--- config.mk ---
export PLATFORM = sky130hd
export DESIGN_NAME = mio_bus
export DESIGN_NICKNAME = d
export VERILOG_FILES = /design/src/rtl/mio_pkg.sv /design/src/rtl/mio_timer.sv /design/src/rtl/mio_bus.sv
export SDC_FILE = /design/constraint.sdc
export NUM_CORES = 1
export LEC_CHECK = 0
export ABC_AREA = 0
export CAP_MARGIN = 25
export CORE_UTILIZATION = 45
export DETAILED_ROUTE_END_ITERATION = 8
export GPL_TIMING_DRIVEN = 0
export PLACE_DENSITY = 0.88
export SYNTH_ARGS = -nofsm -noshare
export SYNTH_HDL_FRONTEND = slang
export SYNTH_HIERARCHICAL = 1
export SYNTH_SLANG_ARGS = --single-unit
--- constraint.sdc ---
create_clock -name clk -period 3.75 [get_ports clk]
set_input_delay 0.75 -clock clk [delete_from_list [all_inputs] [get_ports clk]]
set_output_delay 0.75 -clock clk [all_outputs]
set_load 0.05 [all_outputs]
--- src/rtl/mio_pkg.sv ---
// rtl/mio_pkg.sv - shared address map, control bit indices and bus FSM states for mio_bus
package mio_pkg;

    localparam logic [31:0] RAM_BASE    = 32'h0000_0000;
    localparam logic [31:0] LED_ADDR    = 32'hE000_0000;
    localparam logic [31:0] SW_ADDR     = 32'hE000_0004;
    localparam logic [31:0] CNT_ADDR    = 32'hF000_0000;
    localparam logic [31:0] CTRL_ADDR   = 32'hF000_0004;
    localparam logic [31:0] RELOAD_ADDR = 32'hF000_0008;

    localparam int CTRL_EN   = 0;
    localparam int CTRL_AUTO = 1;
    localparam int CTRL_PEND = 2;

    typedef enum logic [1:0] {
        IDLE   = 2'd0,
        RAM_RD = 2'd1,
        RESP   = 2'd2
    } state_t;

endpackage

--- src/rtl/mio_timer.sv ---
// rtl/mio_timer.sv - 32-bit down-counter with reload, auto-restart and sticky pending flag
module mio_timer
    import mio_pkg::*;
(
    input  logic        clk,
    input  logic        reset,
    input  logic        cnt_we,
    input  logic        ctrl_we,
    input  logic        reload_we,
    input  logic        pend_clr,
    input  logic [31:0] wdata,
    output logic [31:0] count,
    output logic [31:0] reload,
    output logic        en,
    output logic        auto_reload,
    output logic        pend
);

    logic expire;
    assign expire = en && (count == 32'd0);

    always_ff @(posedge clk) begin
        if (!reset) begin
            count       <= 32'd0;
            reload      <= 32'd0;
            en          <= 1'b0;
            auto_reload <= 1'b0;
            pend        <= 1'b0;
        end else begin
            // A CPU write to the count register takes priority over the timer's own update.
            if (cnt_we) begin
                count <= wdata;
            end else if (en) begin
                if (count != 32'd0) begin
                    count <= count - 32'd1;
                end else if (auto_reload) begin
                    count <= reload;
                end
            end

            if (ctrl_we) begin
                en          <= wdata[CTRL_EN];
                auto_reload <= wdata[CTRL_AUTO];
            end else if (expire && !auto_reload) begin
                en <= 1'b0;
            end

            if (reload_we) begin
                reload <= wdata;
            end

            // Expiry wins over a simultaneous clear so an interrupt is never lost.
            if (expire) begin
                pend <= 1'b1;
            end else if (pend_clr) begin
                pend <= 1'b0;
            end
        end
    end

endmodule

--- src/rtl/mio_bus.sv ---
// rtl/mio_bus.sv - CPU data-port decoder and access FSM for RAM, GPIO and timer targets
module mio_bus
    import mio_pkg::*;
#(
    parameter int RAM_ADDR_W = 10,
    parameter int SW_W       = 16,
    parameter int LED_W      = 16
) (
    input  logic                  clk,
    input  logic                  reset,
    input  logic                  cpu_req,
    input  logic                  cpu_mem_w,
    input  logic [31:0]           cpu_addr,
    input  logic [31:0]           cpu_wdata,
    output logic [31:0]           cpu_rdata,
    output logic                  cpu_ready,
    output logic                  cpu_int,
    output logic [RAM_ADDR_W-1:0] ram_addr,
    output logic [31:0]           ram_wdata,
    output logic                  ram_we,
    input  logic [31:0]           ram_rdata,
    input  logic [SW_W-1:0]       sw_in,
    output logic [LED_W-1:0]      led_out
);

    state_t      state;
    logic [29:0] word;
    logic        hit_ram, hit_led, hit_sw, hit_cnt, hit_ctrl, hit_reload;
    logic        start, wr;
    logic [31:0] rd_data;
    logic [31:0] count, reload;
    logic        en, auto_reload, pend;
    logic        unused_addr_bits;

    assign word             = cpu_addr[31:2];
    assign unused_addr_bits = ^cpu_addr[1:0];

    assign hit_ram    = (cpu_addr[31:RAM_ADDR_W+2] == RAM_BASE[31:RAM_ADDR_W+2]);
    assign hit_led    = (word == LED_ADDR[31:2]);
    assign hit_sw     = (word == SW_ADDR[31:2]);
    assign hit_cnt    = (word == CNT_ADDR[31:2]);
    assign hit_ctrl   = (word == CTRL_ADDR[31:2]);
    assign hit_reload = (word == RELOAD_ADDR[31:2]);

    // The RAM registers its address, so it must see the request in the first cycle.
    assign start     = reset && (state == IDLE) && cpu_req;
    assign wr        = start && cpu_mem_w;
    assign ram_we    = wr && hit_ram;
    assign ram_addr  = (start && hit_ram) ? cpu_addr[RAM_ADDR_W+1:2] : '0;
    assign ram_wdata = ram_we ? cpu_wdata : 32'd0;
    assign cpu_int   = pend;

    always_comb begin
        rd_data = 32'd0;
        if (hit_led)         rd_data = 32'(led_out);
        else if (hit_sw)     rd_data = 32'(sw_in);
        else if (hit_cnt)    rd_data = count;
        else if (hit_ctrl)   rd_data = 32'({pend, auto_reload, en});
        else if (hit_reload) rd_data = reload;
    end

    mio_timer u_timer (
        .clk         (clk),
        .reset       (reset),
        .cnt_we      (wr && hit_cnt),
        .ctrl_we     (wr && hit_ctrl),
        .reload_we   (wr && hit_reload),
        .pend_clr    (wr && hit_ctrl && cpu_wdata[CTRL_PEND]),
        .wdata       (cpu_wdata),
        .count       (count),
        .reload      (reload),
        .en          (en),
        .auto_reload (auto_reload),
        .pend        (pend)
    );

    always_ff @(posedge clk) begin
        if (!reset) begin
            state     <= IDLE;
            cpu_ready <= 1'b0;
            cpu_rdata <= 32'd0;
            led_out   <= '0;
        end else begin
            case (state)
                IDLE: begin
                    cpu_ready <= 1'b0;
                    if (cpu_req) begin
                        if (hit_ram && !cpu_mem_w) begin
                            state <= RAM_RD;
                        end else begin
                            state     <= RESP;
                            cpu_ready <= 1'b1;
                            if (!cpu_mem_w) begin
                                cpu_rdata <= rd_data;
                            end else if (hit_led) begin
                                led_out <= cpu_wdata[LED_W-1:0];
                            end
                        end
                    end
                end
                RAM_RD: begin
                    cpu_rdata <= ram_rdata;
                    cpu_ready <= 1'b1;
                    state     <= RESP;
                end
                RESP: begin
                    cpu_ready <= 1'b0;
                    state     <= IDLE;
                end
                default: begin
                    cpu_ready <= 1'b0;
                    state     <= IDLE;
                end
            endcase
        end
    end

endmodule

### PDN straps and rails, run 1

Pins as bars on the die edge. Tap cells in grey.
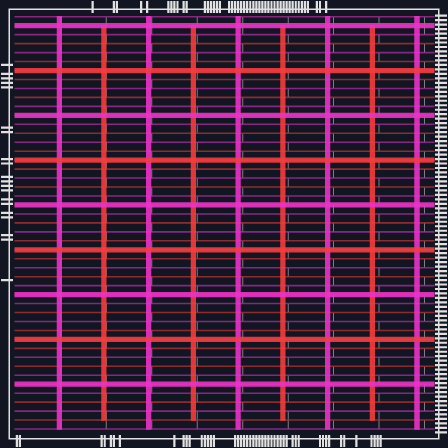
Key: VDD = red; VSS = magenta
9 straps on met5. 216 tap cells. The core has 46 rows. 47 met1 rails follow the rows. 209 signal pins sit on the boundary.

### Where the registers sit, run 1

Other sequential cells in the stronger grey, the rest of the logic in the fainter grey.
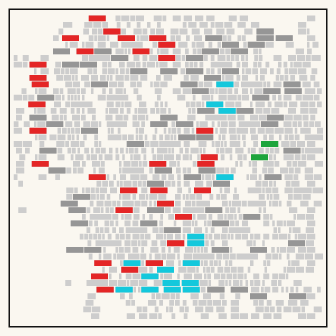
Key: led_out = cyan [sequential cells 16]; state = green [sequential cells 2]; u_timer/reload = red [sequential cells 32]
Another 68 sequential cells are not coloured.

### Routing congestion map, run 1

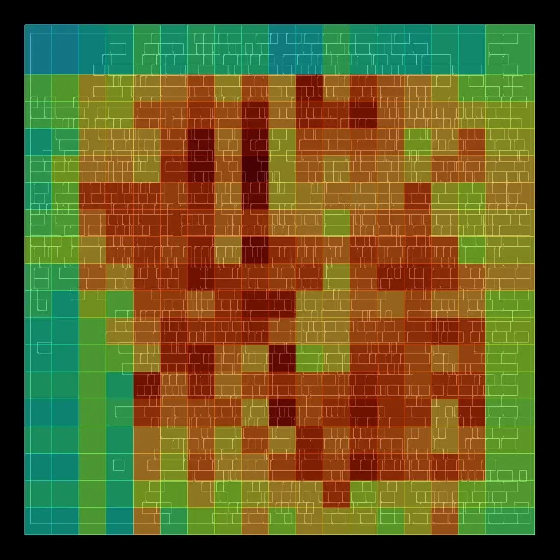
average wire length per cell after detail routing: 21.3 µm
met1 track demand over resource in global routing: 43.0%
final core utilization: 63.9%

### Clock wires, drivers and flops, run 1

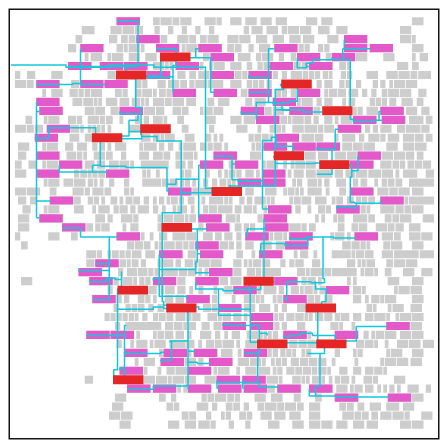
Key: flip-flops = magenta [count 118]; clock wires = cyan [length 1620 µm]; clock drivers = red [count 17]
There are 18 routed clock nets. Position of the flops: widely spread.

==> Table 3: Implementation characteristics, run 1 <==
Implementation parameters

Parameter                              Value

CTS
  Setup repair bufs after CTS .................. 5
  Post-cts resize count .................. 203

Die
  Overall die area .................. between 15000 and 20000 µm²
  Tap cells .................. 216
  CORE AREA .................. 15900 µm²

Routing
  DRC .................. 0
  Via Count .................. ~8800
  Number of nets with antenna violations after routing .................. 0
  WL met3 .................. 3860 µm
  Total iterations of the first detailed-routing run .................. 8
  Highest routed metal layer .................. met5
  Drt first-iter violations .................. about 1300

Critical path
  Slack of the worst reg-to-reg path .................. 0.75 ns
  Crit path DRT .................. 3.00 ns
  Worst Setup End Kind .................. primary output
  Crit path DAT .................. 2.91 ns
  Critical path endpoint .................. ram_wdata[22]
  Length in cells of the worst reg-to-reg path .................. 7
  Startpoint of the lowest-slack register-to-register path .................. u_timer/count[25]$_SDFFE_PN0P_

Placement
  Last weighted congestion value of the routability-driven placer .................. roughly 1

GRT
  Met3 routing resource usage after global routing .................. 9.72%
  Busiest metal layer after global routing .................. met2
  Grt total ovfl .................. 0
  Maximum number of pins on one net before global-route repair .................. 17
  Global-route usage over all layers .................. 34.6%
  Global-route track usage on met2 .................. 55.6%

STA
  Crit path time final .................. between 3 and 4 ns
  Final slew viol count .................. 0
  Portion of the clock cycle consumed by the worst path in the final layout .................. 97.6%
  Actual transition at the worst max-transition pin .................. 0.844 ns
  Final sum of negative setup slack .................. 0 ns
  Skew final .................. 0.0132 ns
  Setup ws final .................. 0.0897 ns
  Worst slew slack as a fraction of its limit .................. 43.7%
  Top achievable clock speed .................. 273 MHz

Cells and area
  Number of buffers outside the clock class in the layout .................. 281
  Final antenna diode count .................. 1
  Comb area share .................. 45.9%
  Total non-filler cell area in the finished layout .................. around 10000 µm²
  Filler Cells Inserted .................. 1349
  Clkbuf count .................. 24
  Count of non-filler cells in the finished layout .................. 1385
  Multi-input gate area .................. between 4000 and 5000 µm²
  Total number of nets in the final design .................. 1276
  Area delta synth->final .................. 38.4%

Pwr
  Power share of the combinational group .................. a little over a tenth
  Peak VDD IR .................. around 0.0003 V
  Leakage Power .................. between 3 and 4 nW

Yosys
  Fraction of post-synthesis cell area in the top cell type by area .................. approximately 32%
  Fraction of synthesis flops using an asynchronous set or reset pin .................. 0%
  Yosys stat chip area .................. 7360 µm²
  Ys flops .................. 118
  Number of flops mapped to enable cells by yosys .................. 0
  Synthesized area .................. 7360 µm²
  Post-synth cell types .................. roughly 67
  Count of mapped cells out of synthesis .................. 932
  Avg Synthesized Cell Area .................. 7.90 µm²
  Portion of the post-synthesis area used by sequential elements .................. 32.1%
  Biggest area cells .................. dfxtp_1 (32%), mux2i_1 (9.4%), nor2_1 (6.4%)
  Dominant flop cell .................. dfxtp_1

Min path
  Cell count of the worst hold path .................. 2

Outcome
  Status .................. completed
==> run 1: power by group through the flow <==
stage | Sequential (mW) | Clock (mW) | Combinational, mW
2_1_floorplan | 1.32 | 0 | 0.102
3_3_place_gp | 1.30 | 0 | 0.325
3_5_place_dp | 1.30 | 0 | 0.327
4_1_cts | 1.27 | 1.51 | 0.333
5_1_grt | 1.27 | 1.56 | 0.357
6_report | 1.27 | 1.51 | 0.339
==> run 1: worst max-delay path, cell delays in order <==
cell	delay, ns
clkdlybuf4s15_1	0.62
clkinv_2	0.33
nor4_4	0.33
buf_4	0.20
buf_6	0.16
buf_4	0.17
and2_1	0.13
clkbuf_4	0.22
==> run 1: stage by stage <==
step                power [mW]  util, %  hold WS, ns
CTS                       3.12     64.3        0.497
finish                    3.12     63.9        0.486
global route              3.19     63.9        0.518
floorplan                 1.43        -        0.475
global placement          1.62     60.6        0.465
detailed placement        1.63     60.7        0.490
==> run 1: cells in the final DEF (no fill, tap or decap), types with 11 or more instances in the layout <==
master             n
clkdlybuf4s50_1  158
nor2_1           125
dfxtp_1          118
mux2i_1           69
a21oi_1           61
and2_1            57
clkbuf_1          48
o21ai_0           46
nor3_1            34
buf_2             33
a22oi_1           30
nand2_1           26
o211ai_1          26
buf_4             24
inv_1             19
or3_1             17
a211oi_1          17
clkbuf_16         17
or4_1             16
nor4_1            14
and3_1            13
a21o_1            12
nand4_1           11
==> run 1: kinds of logic after synthesis <==
group,Yosys count,synth area share (%)
buffers and inverters,95,5.30
AND-OR/OR-AND,253,22.5
XOR/XNOR,18,2.14
adder cells (fa/ha/maj),2,0.340
flip-flops,118,32.1
multiplexers,74,10.1
AND/OR/NAND/NOR,372,27.5
==> run 2: changes to the inputs <==
Settings changed: CTS_BUF_LIST set to sky130_fd_sc_hd__clkbuf_16.
### Where the registers sit, run 2

Other sequential cells in the stronger grey, the rest of the logic in the fainter grey.
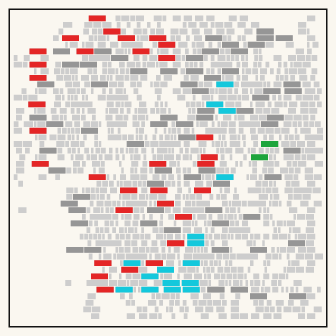
Key: led_out = cyan [sequential cells 16]; state = green [sequential cells 2]; u_timer/reload = red [sequential cells 32]

==> run 2 against run 1 <==
Compared with the run above:
- final cell count unchanged
- clock skew decreased by 0.0017 ns
- first-iteration DRC count increased by 4.6%
- die area did not move
- utilization down 0.16 points
- highest routed layer unchanged
- sequential cell count did not move
- largest power group unchanged
- power shrank 2.3%
- design area decreased by 0.25%
- combinational power about the same
- sequential power hardly changed
- synthesized cell count is the same
==> Table 3: Implementation characteristics, run 2 <==
Implementation parameters

Parameter                              Value

Critical path
  Most prevalent standard cell on the critical path .................. buf_6
  Slack of the worst reg-to-reg path .................. 0.77 ns (+0.02 ns)
  Worst Setup End Kind .................. primary output
  Crit-path slowest cell .................. dlygate4sd2_1
  Kind of cell adding the most delay to the critical path .................. buffers and inverters
  Worst path bufs/invs .................. 5 (-1)
  Crit path DAT .................. 2.94 ns (+0.03 ns)
  Biggest cell delay along the critical path .................. 0.66 ns (+0.04 ns)

CTS
  Clk_lat worst skew .................. 0.43 ns

Yosys
  Portion of the post-synthesis area used by sequential elements .................. 32.1% (unchanged)
  Synthesized area .................. 7360 µm² (unchanged)
  Post-synth cell types .................. 67 (unchanged)
  Avg Synthesized Cell Area .................. 7.90 µm² (unchanged)
  Fraction of post-synthesis cell area in the top cell type by area .................. 32.1% (unchanged)
  Post-synthesis xor/xnor area fraction .................. 2.14% (unchanged)
  Share of synthesized area spent on multiplexers .................. 10.1% (unchanged)
  Count of mapped cells out of synthesis .................. 932 (unchanged)
  Number of flops mapped to enable cells by yosys .................. 0 (unchanged)
  Ys flops .................. 118 (unchanged)
  AND/OR/NAND/NOR Cells, Area Fraction .................. 27.5% (unchanged)
  Area share of and-or/or-and cells after synthesis .................. 22.5% (unchanged)
  Fraction of synthesis flops using an asynchronous set or reset pin .................. 0% (unchanged)
  Dominant flop cell .................. dfxtp_1
  Yosys stat chip area .................. 7360 µm² (unchanged)

GRT
  Maximum number of pins on one net before global-route repair .................. 17 (unchanged)
  Global-route usage over all layers .................. 34.6% (about the same)

STA
  Worst slew slack as a fraction of its limit .................. 40.0% (-3.7 points)
  Portion of the clock cycle consumed by the worst path in the final layout .................. 98.3% (+0.68 points)
  Actual transition at the worst max-transition pin .................. 0.900 ns (+0.0555 ns)
  Skew final .................. 0.0115 ns (-0.00173 ns)
  Final slew viol count .................. 0 (unchanged)
  Top achievable clock speed .................. 271 MHz (-0.70%)

Cells and area
  Commonest non-fill, non-tap cells in the layout .................. clkdlybuf4s50_1 (159), nor2_1 (125), dfxtp_1 (118)
  Filler Cells Inserted .................. 1362 (+0.96%)
  Final antenna diode count .................. 0 (-1)
  Total number of nets in the final design .................. 1277 (+0.078%)
  Most common logic cell in the routed design .................. clkdlybuf4s50_1
  Area delta synth->final .................. 38.1%

Routing
  Total iterations of the first detailed-routing run .................. 6 (-2)
  Via Count .................. 8705 (-0.51%)
  Average wire length per cell after detail routing .................. 21.4 µm (+0.39%)
  DRC .................. 0 (unchanged)

Pwr
  Peak VDD IR .................. 0.000313 V (+1.2%)
  Leakage Power .................. 3.75 nW (about the same)

Outcome
  Status .................. completed

Die
  Overall die area .................. 16900 µm² (unchanged)
## run 2: where the power goes
part	internal, mW	switching (mW)
registers	1.26	0.00758
clock network	0.873	0.563
logic	0.162	0.176
## run 2: final cells by class
class / count / area [µm²] / share of cell area, %
clock buffer: 17 / 425 / 4.19
multi-input combinational: 719 / 4670 / 46.0
buffer: 73 / 332 / 3.26
inverter: 21 / 80.1 / 0.788
timing repair buffer: 209 / 1950 / 19.1
sequential: 118 / 2360 / 23.2
tap: 216 / 270 / 2.66
clock inverter: 12 / 76.3 / 0.751
## run 2: layer usage
layer	wire [µm]	up-vias	track usage, %	share of wire, %
li1	-	3883	-	-
met5	9	-	0	0.030
met2	13500	693	55.9	45
met4	1270	2	16.0	4.3
met1	11400	4012	44.0	38
met3	3540	115	7.54	12
## run 2: per-stage QoR
step	setup WS [ns]	util, %	area, µm²	hold slack, ns	TNS, ns
after floorplan	0.159	-	7360	0.475	0
after global placement	-2.79	60.6	9660	0.465	-125.28
after CTS	0.000950	64.1	10200	0.497	0
after global routing	-0.00791	63.7	10200	0.518	-0.00791
after detailed placement	-1.40	60.7	9680	0.490	-81.54
final	0.0641	63.7	10200	0.486	0
## run 2: cells by family after synthesis
logic type | Yosys count
buf+inv | 95
flops | 118
xor+xnor | 18
simple gates | 372
fa+ha+maj | 2
mux | 74
compound gates | 253
## run 2: worst paths after layout
kind / start / to / cells past startpoint
worst max-delay path: reset / ram_wdata[31] / 7
worst min-delay path: cpu_rdata[24]$_SDFFE_PN0P_ / cpu_rdata[24]$_SDFFE_PN0P_ / 2
worst max register to register: u_timer/count[25]$_SDFFE_PN0P_ / u_timer/count[28]$_SDFFE_PN0P_ / 7
worst min register to register: cpu_rdata[24]$_SDFFE_PN0P_ / cpu_rdata[24]$_SDFFE_PN0P_ / 2
No activity file was given, so power comes from the tool's default toggle rates.
